<file path="src/rtl/uart_cmd_host_pkg.sv">
// Shared opcodes, command encodings, FSM states and frame builders for the
// UART command host.
package uart_cmd_host_pkg;

  localparam logic [7:0] OP_RF_WR   = 8'hAA;
  localparam logic [7:0] OP_RF_RD   = 8'hBB;
  localparam logic [7:0] OP_ALU_OP  = 8'hCC;
  localparam logic [7:0] OP_ALU_NOP = 8'hDD;

  localparam int FRAME_LEN_RF_WR   = 3;
  localparam int FRAME_LEN_RF_RD   = 2;
  localparam int FRAME_LEN_ALU_OP  = 4;
  localparam int FRAME_LEN_ALU_NOP = 2;

  typedef enum logic [1:0] {
    CMD_RF_WR   = 2'd0,
    CMD_RF_RD   = 2'd1,
    CMD_ALU_OP  = 2'd2,
    CMD_ALU_NOP = 2'd3
  } cmd_type_e;

  typedef enum logic [2:0] {
    ST_IDLE,
    ST_SEND,
    ST_WAIT_BSY,
    ST_WAIT_IDLE,
    ST_RSP_LO,
    ST_RSP_HI,
    ST_DONE
  } state_e;

  function automatic logic [1:0] frame_last(input cmd_type_e t);
    logic [1:0] last;
    unique case (t)
      CMD_RF_WR:  last = 2'(FRAME_LEN_RF_WR - 1);
      CMD_RF_RD:  last = 2'(FRAME_LEN_RF_RD - 1);
      CMD_ALU_OP: last = 2'(FRAME_LEN_ALU_OP - 1);
      default:    last = 2'(FRAME_LEN_ALU_NOP - 1);
    endcase
    return last;
  endfunction

  // Byte idx of the frame for command t; address/function are zero-extended.
  function automatic logic [7:0] frame_byte(input cmd_type_e t, input logic [1:0] idx,
                                            input logic [3:0] addr, input logic [7:0] a,
                                            input logic [7:0] b, input logic [3:0] fun);
    logic [7:0] val;
    unique case (idx)
      2'd0: begin
        unique case (t)
          CMD_RF_WR:  val = OP_RF_WR;
          CMD_RF_RD:  val = OP_RF_RD;
          CMD_ALU_OP: val = OP_ALU_OP;
          default:    val = OP_ALU_NOP;
        endcase
      end
      2'd1: begin
        unique case (t)
          CMD_RF_WR, CMD_RF_RD: val = {4'h0, addr};
          CMD_ALU_OP:           val = a;
          default:              val = {4'h0, fun};
        endcase
      end
      2'd2:    val = (t == CMD_RF_WR) ? a : b;
      default: val = {4'h0, fun};
    endcase
    return val;
  endfunction

endpackage

</file>
<file path="src/rtl/uart_cmd_timeout_cnt.sv">
// Response-wait watchdog: clear has priority, counts while enabled, flags the
// cycle on which the LIMIT-th waiting cycle completes.
module uart_cmd_timeout_cnt #(
  parameter int LIMIT = 65535
) (
  input  logic clk,
  input  logic rst,
  input  logic clr,
  input  logic en,
  output logic expire
);
  localparam int W = (LIMIT > 1) ? $clog2(LIMIT + 1) : 1;

  logic [W-1:0] cnt;

  always_ff @(posedge clk) begin
    if (!rst)     cnt <= '0;
    else if (clr) cnt <= '0;
    else if (en)  cnt <= cnt + 1'b1;
  end

  assign expire = en && !clr && (cnt == W'(LIMIT - 1));

endmodule

</file>
<file path="src/rtl/uart_cmd_host.sv">
// Host-side UART command initiator: frames one command into TX bytes and
// collects the response. Define UART_CMD_HOST_TIMEOUT_EN for the wait watchdog.
module uart_cmd_host
  import uart_cmd_host_pkg::*;
#(
  parameter int TIMEOUT_CYCLES = 65535
) (
  input  logic        CLK,
  input  logic        RST,
  input  logic        CMD_VALID,
  output logic        CMD_READY,
  input  logic [1:0]  CMD_TYPE,
  input  logic [3:0]  CMD_ADDR,
  input  logic [7:0]  CMD_A,
  input  logic [7:0]  CMD_B,
  input  logic [3:0]  CMD_FUN,
  output logic [7:0]  TX_P_DATA,
  output logic        TX_D_VLD,
  input  logic        TX_BUSY,
  input  logic [7:0]  RX_P_DATA,
  input  logic        RX_D_VLD,
  output logic [15:0] RSP_DATA,
  output logic        RSP_VALID,
  output logic        RSP_TIMEOUT
);

  state_e     state;
  cmd_type_e  typ_q;
  logic [3:0] addr_q, fun_q;
  logic [7:0] a_q, b_q;
  logic [1:0] idx;
  logic       expire;

`ifdef UART_CMD_HOST_TIMEOUT_EN
  logic counting, rsp_state, cnt_clr;

  // Leaving the counted states clears the counter, so entry always starts at 0.
  assign counting  = (state == ST_WAIT_BSY) || (state == ST_RSP_LO) || (state == ST_RSP_HI);
  assign rsp_state = (state == ST_RSP_LO) || (state == ST_RSP_HI);
  assign cnt_clr   = !counting || (rsp_state && RX_D_VLD) || (state == ST_WAIT_BSY && TX_BUSY);

  uart_cmd_timeout_cnt #(.LIMIT(TIMEOUT_CYCLES)) u_tmo (
    .clk    (CLK),
    .rst    (RST),
    .clr    (cnt_clr),
    .en     (counting),
    .expire (expire)
  );
`else
  logic timeout_unused;
  assign timeout_unused = (TIMEOUT_CYCLES > 0);
  assign expire = 1'b0;
`endif

  always_ff @(posedge CLK) begin
    if (!RST) begin
      state       <= ST_IDLE;
      typ_q       <= CMD_RF_WR;
      addr_q      <= '0;
      fun_q       <= '0;
      a_q         <= '0;
      b_q         <= '0;
      idx         <= '0;
      CMD_READY   <= 1'b1;
      TX_P_DATA   <= '0;
      TX_D_VLD    <= 1'b0;
      RSP_DATA    <= '0;
      RSP_VALID   <= 1'b0;
      RSP_TIMEOUT <= 1'b0;
    end else begin
      RSP_VALID   <= 1'b0;
      RSP_TIMEOUT <= 1'b0;
      if (expire) begin
        RSP_VALID   <= 1'b1;
        RSP_TIMEOUT <= 1'b1;
        RSP_DATA    <= '0;
        state       <= ST_DONE;
      end else begin
        unique case (state)
          ST_IDLE: if (CMD_VALID) begin
            typ_q     <= cmd_type_e'(CMD_TYPE);
            addr_q    <= CMD_ADDR;
            fun_q     <= CMD_FUN;
            a_q       <= CMD_A;
            b_q       <= CMD_B;
            idx       <= '0;
            TX_P_DATA <= frame_byte(cmd_type_e'(CMD_TYPE), 2'd0, CMD_ADDR, CMD_A, CMD_B, CMD_FUN);
            TX_D_VLD  <= 1'b1;
            CMD_READY <= 1'b0;
            RSP_DATA  <= '0;
            state     <= ST_SEND;
          end
          ST_SEND: if (!TX_BUSY) begin
            TX_D_VLD <= 1'b0;
            state    <= ST_WAIT_BSY;
          end
          ST_WAIT_BSY: if (TX_BUSY) state <= ST_WAIT_IDLE;
          ST_WAIT_IDLE: if (!TX_BUSY) begin
            if (idx != frame_last(typ_q)) begin
              idx       <= idx + 2'd1;
              TX_P_DATA <= frame_byte(typ_q, idx + 2'd1, addr_q, a_q, b_q, fun_q);
              TX_D_VLD  <= 1'b1;
              state     <= ST_SEND;
            end else if (typ_q == CMD_RF_WR) begin
              RSP_VALID <= 1'b1;
              state     <= ST_DONE;
            end else begin
              state <= ST_RSP_LO;
            end
          end
          ST_RSP_LO: if (RX_D_VLD) begin
            RSP_DATA[7:0] <= RX_P_DATA;
            if (typ_q == CMD_RF_RD) begin
              RSP_VALID <= 1'b1;
              state     <= ST_DONE;
            end else begin
              state <= ST_RSP_HI;
            end
          end
          ST_RSP_HI: if (RX_D_VLD) begin
            RSP_DATA[15:8] <= RX_P_DATA;
            RSP_VALID      <= 1'b1;
            state          <= ST_DONE;
          end
          ST_DONE: begin
            CMD_READY <= 1'b1;
            state     <= ST_IDLE;
          end
          default: state <= ST_IDLE;
        endcase
      end
    end
  end

endmodule
</file>
<file path="config.mk">
export PLATFORM = sky130hd
export DESIGN_NAME = uart_cmd_host
export DESIGN_NICKNAME = d
export VERILOG_FILES = /design/src/rtl/uart_cmd_host_pkg.sv /design/src/rtl/uart_cmd_timeout_cnt.sv /design/src/rtl/uart_cmd_host.sv
export SDC_FILE = /design/constraint.sdc
export NUM_CORES = 1
export LEC_CHECK = 0
export CAP_MARGIN = 20
export CORE_MARGIN = 4
export CORE_UTILIZATION = 35
export CTS_BUF_LIST = sky130_fd_sc_hd__clkbuf_4 sky130_fd_sc_hd__clkbuf_8
export DETAILED_ROUTE_END_ITERATION = 12
export GPL_TIMING_DRIVEN = 0
export PLACE_DENSITY = 0.6
export SLEW_MARGIN = 20
export SYNTH_ARGS = -nofsm -noshare
export SYNTH_HDL_FRONTEND = slang
export SYNTH_SLANG_ARGS = --single-unit
</file>
<file path="constraint.sdc">
create_clock -name CLK -period 1.8 [get_ports CLK]
set_input_delay 0.18 -clock CLK [delete_from_list [all_inputs] [get_ports CLK]]
set_output_delay 0.18 -clock CLK [all_outputs]
set_load 0.1 [all_outputs]
</file>
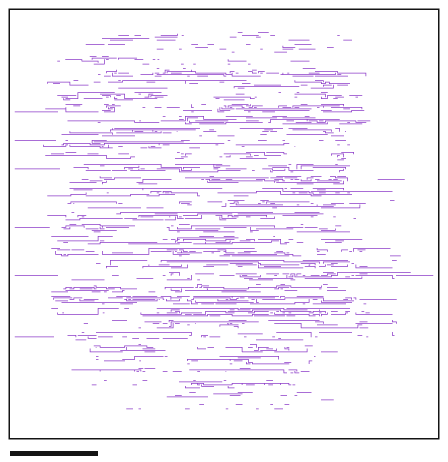
Fig. 1. Signal wires on met1.
The bar under the picture is 20 µm long.
nets with wire on the layer = 423
longest straight run = 34.5 µm
share of all routed wire = 48%
main direction = horizontal

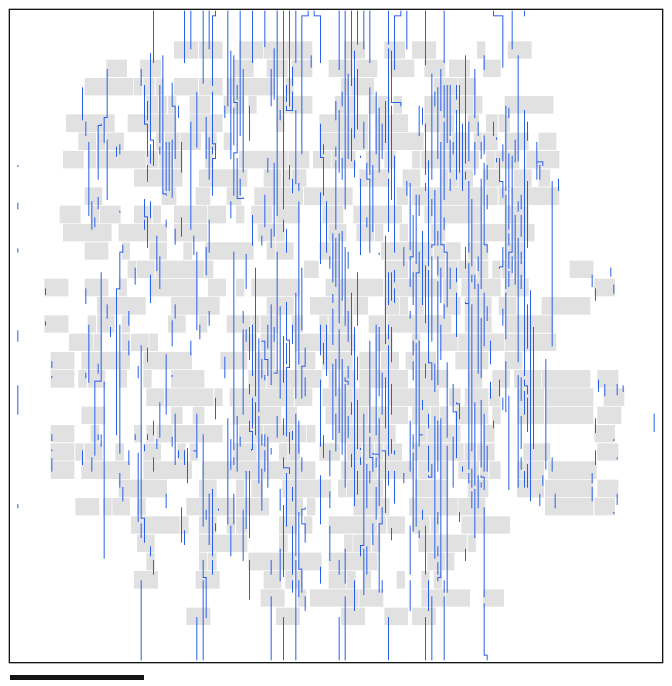
Fig. 2. M2 wires.
The bar under the picture is 20 µm long.
main direction = vertical
share of all routed wire = 47%
longest straight run = 39.4 µm
wire length on this layer = 3600 µm

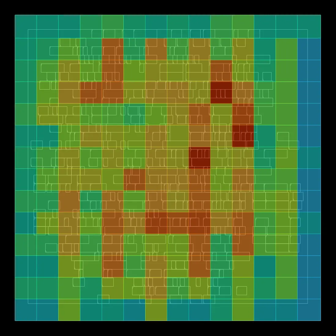
Fig. 3. Congestion heat map.
met3 usage: 3.30%
global routing usage on met2: 26.3%
wire per inst: 14.7 µm
Tot GR Track Use: 16.3%

==> reports/qor.csv <==
stage;metric;value;unit
cells_and_area;layoutNonFillerInstCount;525;
worst_setup_path;path_class;flop to flop;
final_timing;hold_violations;0;
final_timing;worst_pin_slew;983;ps
worst_setup_path;reg2reg_to;TX_P_DATA[4];
final_timing;fmax;519;MHz
clock_tree;htreeDepth;3;
power;powerDensity;884;nW/µm²
synth;synth_top_cell_by_count;nand2_1;
floorplan;io-pin-count;67;
hold_path;hold_end;a_q[4];
status;status;finished, violations left;
final_timing;final-setup-viol-count;5;
detailed_routing;vias;2639;
detailed_routing;ant_nets;0;
cells_and_area;final_util;52.5;%
power;ir_worst_vdd;0.359;mV
worst_setup_path;r2r_cells;8;
synth;syn-cell-area;2780;µm²
worst_setup_path;r2r-start;idx[0];
detailed_routing;drt_iter0_drc;120;
synth;ys_sh_simple;21.5;%
synth;ys_types;50;
synth;ys_sh_xor;0;%
worst_setup_path;crit_fanout;6;
status;failed_checks;setup timing;
clock_tree;cts.clk_slew.worst_paths;70;ps
clock_tree;cts_max_path_buffers;2;
final_timing;finalCritPeriodShare;107;%
cells_and_area;fin_area;4060;µm²
floorplan;chip_area;9430;µm²
final_timing;fin_skew;6.54;ps
final_timing;fin_ws;-127;ps
synth;ys_ff;58;
global_routing;antenna_found_initial;0;
synth;synthAdderAreaFrac;1.80;%
clock_tree;cts_made_buffers;9;
synth;syn_nets;369;
global_routing;grt_pass1_vias;2538;
synth;netlist_instances;326;
placed_design;dpl.cell_count;493;
synth;ys_area;2780;µm²
final_timing;finalCriticalPeriod;1930;ps
cells_and_area;n_antenna_cell;0;
flow_run;drv_cap;0;
what timing repair did:
item	4_1_cts	5_1_grt
gates resized	52	28
pin swaps	7	10
setup buffers	14	5
setup endpoints to repair	65	41
gates cloned	1	0
cell type report:
class,count,area (µm²)
Fill cell,750,3670
Tap cell,102,128
Timing Repair Buffer,85,796
Clock inverter,5,52.6
Multi-Input combinational cell,234,1610
Sequential cell,58,1170
Inverter,12,48.8
Clock buffer,11,151
Buffer,18,97.6
critical path: stages, from the launching register on:
cell,delay (ps)
dfxtp_4,390
clkinvlp_4,120
ha_4,190
buf_12,120
mux2i_4,160
nor2_4,90
a222oi_1,430
nor3_1,100
o221a_1,220
cell families after synthesis:
family	count (synthesis)
other cells	1
mux	7
buf+inv	34
compound gates	95
fa+ha+maj	4
simple gates	127
flops	58
cell usage in the layout (no fill, tap or decap), types with 3 or more instances in the layout:
master           Yosys  layout
clkbuf_8             0      11
clkinv_2             0       3
nor2b_1              5       5
a21boi_1             7       7
o21ai_0              9       6
dfxtp_1             58      53
a221oi_2             0       4
dlygate4sd2_1        0      27
nand4_1              9       9
a21boi_0            29      29
nand2_1             80      80
a21oi_1             15      15
nor2_2               0       4
dfxtp_2              0       3
nor2_1              14       9
clkbuf_1            14       8
mux2i_1              6       5
clkbuf_2             0       4
o21ai_1              1       4
clkdlybuf4s50_1      0      38
inv_1               11       9
buf_4                1      19
a22oi_1              3       3
buf_6                3       3
o221a_1              6       6
power breakdown:
group	total, W	switching [W]	leakage [nW]	internal [W]
registers	0.00144	0.0000681	0.477	0.00137
clock network	0.00122	0.000513	0.105	0.000707
logic	0.000926	0.000586	0.976	0.000340
registers in the layout, indices dropped and copies added, names as in the netlist:
name	flops
idx	2
RSP_DATA	16
addr_q	4
typ_q	2
CMD_READY	1
state	3
RSP_VALID	1
TX_P_DATA	8
TX_D_VLD	1
a_q	8
fun_q	4
b_q	8
worst max path at each step:
stage	from	endpoint	slack, ps
finish	idx[0]	TX_P_DATA[4]	-130
global route	idx[0]	TX_P_DATA[4]	-200
CTS	idx[0]	TX_P_DATA[3]	-10
detailed placement	CMD_VALID	TX_P_DATA[7]	-370
global placement	CMD_VALID	idx[1]	-360
floorplan	idx[0]	TX_P_DATA[3]	30
stage by stage:
| step | setup TNS (ps) | hold slack [ps] |
|---|---|---|
| after floorplan | 0 | 315 |
| after global placement | -8990 | 446 |
| after detailed placement | -9320 | 449 |
| after CTS | -14.9 | 377 |
| after global routing | -632 | 400 |
| final | -200 | 392 |
metal layers:
metal	vias to the layer above	track usage, %	part of all wire [%]
met5	-	0	0
met4	0	7.56	1.7
met3	13	3.30	4.1
met2	54	26.3	47
met1	1233	20.8	48
li1	1339	-	-
Power figures rest on the tool's default switching activity, not on a simulated workload.
